Fig. 1: cell outlines without signal wires
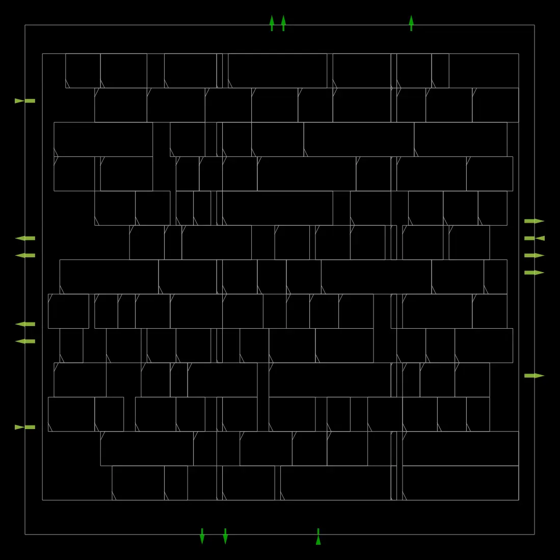
Fig. 2: pin placement
(12 px per µm) Pins as bars across the die edge, other pins in grey.
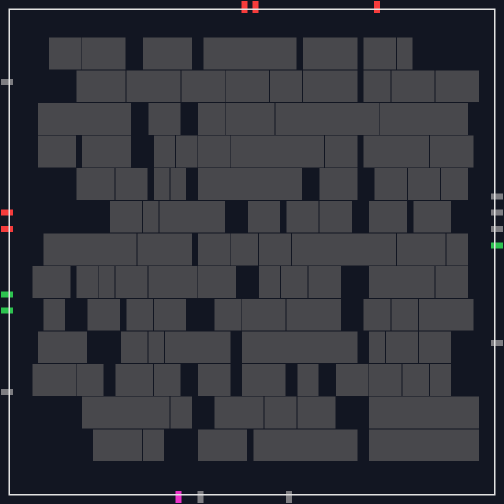
==> config.mk <==
export PLATFORM = sky130hd
export DESIGN_NAME = tpu_mm_seq
export DESIGN_NICKNAME = d
export VERILOG_FILES = /design/src/rtl/tpu_pkg.sv /design/src/rtl/tpu_mm_seq.sv
export SDC_FILE = /design/constraint.sdc
export NUM_CORES = 1
export LEC_CHECK = 0
export CORE_UTILIZATION = 41
export CTS_CLUSTER_SIZE = 24
export DETAILED_ROUTE_END_ITERATION = 7
export PLACE_DENSITY = 0.74
export SLEW_MARGIN = 40
export SYNTH_ARGS = -nofsm -noshare
export SYNTH_HDL_FRONTEND = slang
export SYNTH_SLANG_ARGS = --single-unit
==> constraint.sdc <==
create_clock -name clk -period 1.4 [get_ports clk]
set_input_delay 0.28 -clock clk [delete_from_list [all_inputs] [get_ports clk]]
set_output_delay 0.28 -clock clk [all_outputs]
set_load 0.005 [all_outputs]
==> results.toml <==
# flow metrics
[power_and_ir_drop]
irDropWorstVdd_mv = 1.083
power.switching_w = 0.0007340
pg_comb_w = 0.00122
power_leader = "combinational cells"
sw_frac_of_total_pct = 40.45
power_frac_seq_pct = 20.1
p_per_area_nw_per_um2 = 1673
clockPowerShare_pct = 12.4
p_int_w = 0.001081
pg_seq_w = 0.000365
combPwrFrac_pct = 67.5
p_leak_nw = 0.5192
p_clk_w = 0.000225

[drt]
m1WireLength_um = 823
highest_layer = "met4"
wl_met2_um = 1116
viasPerCell = 5.795
ant_nets = 0
wl_per_cell_um = 17.52
vias = 707
route.met3.wl_um = 141
drtIter0Drc = 40
drc_errors = 0
first_pass_iters = 4
routed_wl_um = 2137

[timing]
period_needed_ns = 1.616
worst_pin_slew_ns = 0.2440
finalCritPeriodShare_pct = 115.4
rsz0062_at_grt = "true"
slew_headroom_pct = 83.73
holdWs_ns = 0.5265
skew_ns = 0.001861
maxSlewViolCount = 0
hold_viol = 0
setup_violations = 14
max_freq_mhz = 619.0
timing.final.ws_setup_ns = -0.2156

[finish]
final_nets = 119
final_util_pct = 81.33
drive_gt1_share_pct = 57.94
largest_reg_flops = 5
antennaDiodeCount = 0
layout.cells.non_filler = 122
syn2layout_area_growth_pct = 79.88

[synth]
synth_top_area_share_pct = 29.88
yosys_area_um2 = 603.1
syn_inst = 67
synth.avg_cell_area_um2 = 9.001
synth_area_leader_cell = "dfxtp_1"
ys_dominant_reg_cell = "dfxtp_1"
synthArstFlopShare_pct = 0
edf_count = 0
ys_ff = 9
yosysUniqueCellTypes = 31
area_leaders = "dfxtp_1 30%, ha_1 15%, nand3b_1 3.7%"
yosys_warnings = 0
syn_nets = 78
ys_seq_share_pct = 29.88
ys_cells = 67
netlist_area_um2 = 603.1

[job]
timing.max_cap.violations = 0
tool_warnings = 34

[clock_network]
cts_buffers = 3
cts_max_level = 1
clk_latency_ns = 0.28
root_buffer = "clkbuf_4"
cts_tree = "yes"
clk_pin_slew_ns = 0.07
cts_sinks = 9
clockBufferDepth = 2

[worst_setup_path]
reg2reg_depth = 6
critPathMaxStageDelay_ns = 0.36
cp_num_cells = 6
path_class = "register to register"
crit_chain = "buf_4 -> ha_1 -> nand4bb_1 -> a22oi_1 -> and2_4 -> mux2i_1"
start_kind = "register"
worst_setup_path_end_kind = "register"
cp_num_buf_inv = 1
rrSetupSlack_ns = -0.22
cp_data_required_time_ns = 1.59
arrival_ns = 1.80
critPathSlowestCell = "dfxtp_2"
critical_path.top_delay_family = "simple AND/OR/NAND/NOR gates"
cp_max_fo = 4

[grt]
grt.met1_usage_pct = 26.44
grt_pass1_vias = 604
grt-ovfl-total = 0
antenna_found_initial = 0
grt_usage_pct = 24.80
grt-busiest-layer = "met2"
grt_pass1_wl_um = 2525
use_met3_pct = 5.000
grt_max_degree = 9
met2_usage_pct = 45.24

[min_path]
whs_path_depth = 1
min_path_type = "register to register"

[floorplan]
chip_area_um2 = 1628
initCoreUtil_pct = 45.22
pin_count = 17

[placement]
dp_hpwl_um = 1096
post-place-cells = 111
place.gp.congestion = 0.7995
dp_slack_ns = -0.2235

[outcome]
violations = "negative setup slack"
outcome = "finished with violations"
Notes on Fig. 1 above:
final-layout fill cell count: 84
Flop Count: 9
Tapcells: 15
Cell Rows: 13
Core Area: 1334 µm²

Notes on Fig. 2 above:
Key: clr_row = green [pins 3, direction output, edge 2 left, 1 right]; clr_wr_en = magenta [pins 1, direction output, edge bottom]; phase_cnt = red [pins 5, direction output, edge 3 top, 2 left]
All pins by edge: 6 left, 5 right, 3 bottom, 3 top.
Die H: 40.35 µm
number of port buffers: 16
width of the die: 40.35 µm

-- per-stage QoR --
step                 power, W  cell area (µm²)  TNS [ns]
floorplan           0.0008251            621.8  -0.03499
global placement     0.001196            898.4    -1.446
detailed placement   0.001212            898.4    -1.610
CTS                  0.001685             1037    -1.131
global route         0.001889             1085    -1.812
finish               0.001814             1085    -1.392
-- cell usage in the layout (no fill, tap or decap), types with 2 or more instances in the layout --
cell and n:
buf_4 17, clkdlybuf4s50_1 6, buf_2 5, buf_6 5, dfxtp_4 4, inv_4 3, nand3_1 3, nand3b_1 3
ha_1 3, clkbuf_4 3, dlygate4sd2_1 3, dfxtp_2 3, inv_1 2, and2_4 2, nor2b_1 2, nor2_4 2
and2_1 2, nand2b_1 2, nand2_1 2, a21oi_1 2, nor2_1 2, ha_2 2, ha_4 2, dfxtp_1 2
-- synthesized netlist by cell type (2+ instances only) --
library cell	number
nor2b_1	3
a21oi_1	3
o22ai_1	2
nor2_1	4
nand2_1	3
and2_1	3
inv_1	5
dfxtp_1	9
ha_1	7
nand2b_1	2
nand3b_1	3
nand3_1	4
-- cell families (layout without fill, tap and decap cells) --
logic type / Yosys count / after routing / synth area share, %
compound gates: 13 / 13 / 17.01
mux: 1 / 1 / 1.660
flops: 9 / 9 / 29.88
buf+inv: 6 / 46 / 4.358
simple gates: 31 / 31 / 32.57
fa+ha+maj: 7 / 7 / 14.52
-- what timing repair did --
item,CTS,global route
pin swaps,13,10
hold buffers,0,0
resized,54,13
setup endpoints to repair,19,16
setup buffers,7,0
-- area by class of cell --
cell class | instances | area, µm²
flip-flops and latches | 9 | 198.9
fillers | 84 | 249.0
multi-input cells | 52 | 506.7
well taps | 15 | 18.77
clock buffers | 4 | 26.28
inverters | 5 | 26.28
repair buffers | 37 | 307.8
Power is estimated from default activity; no workload was simulated.
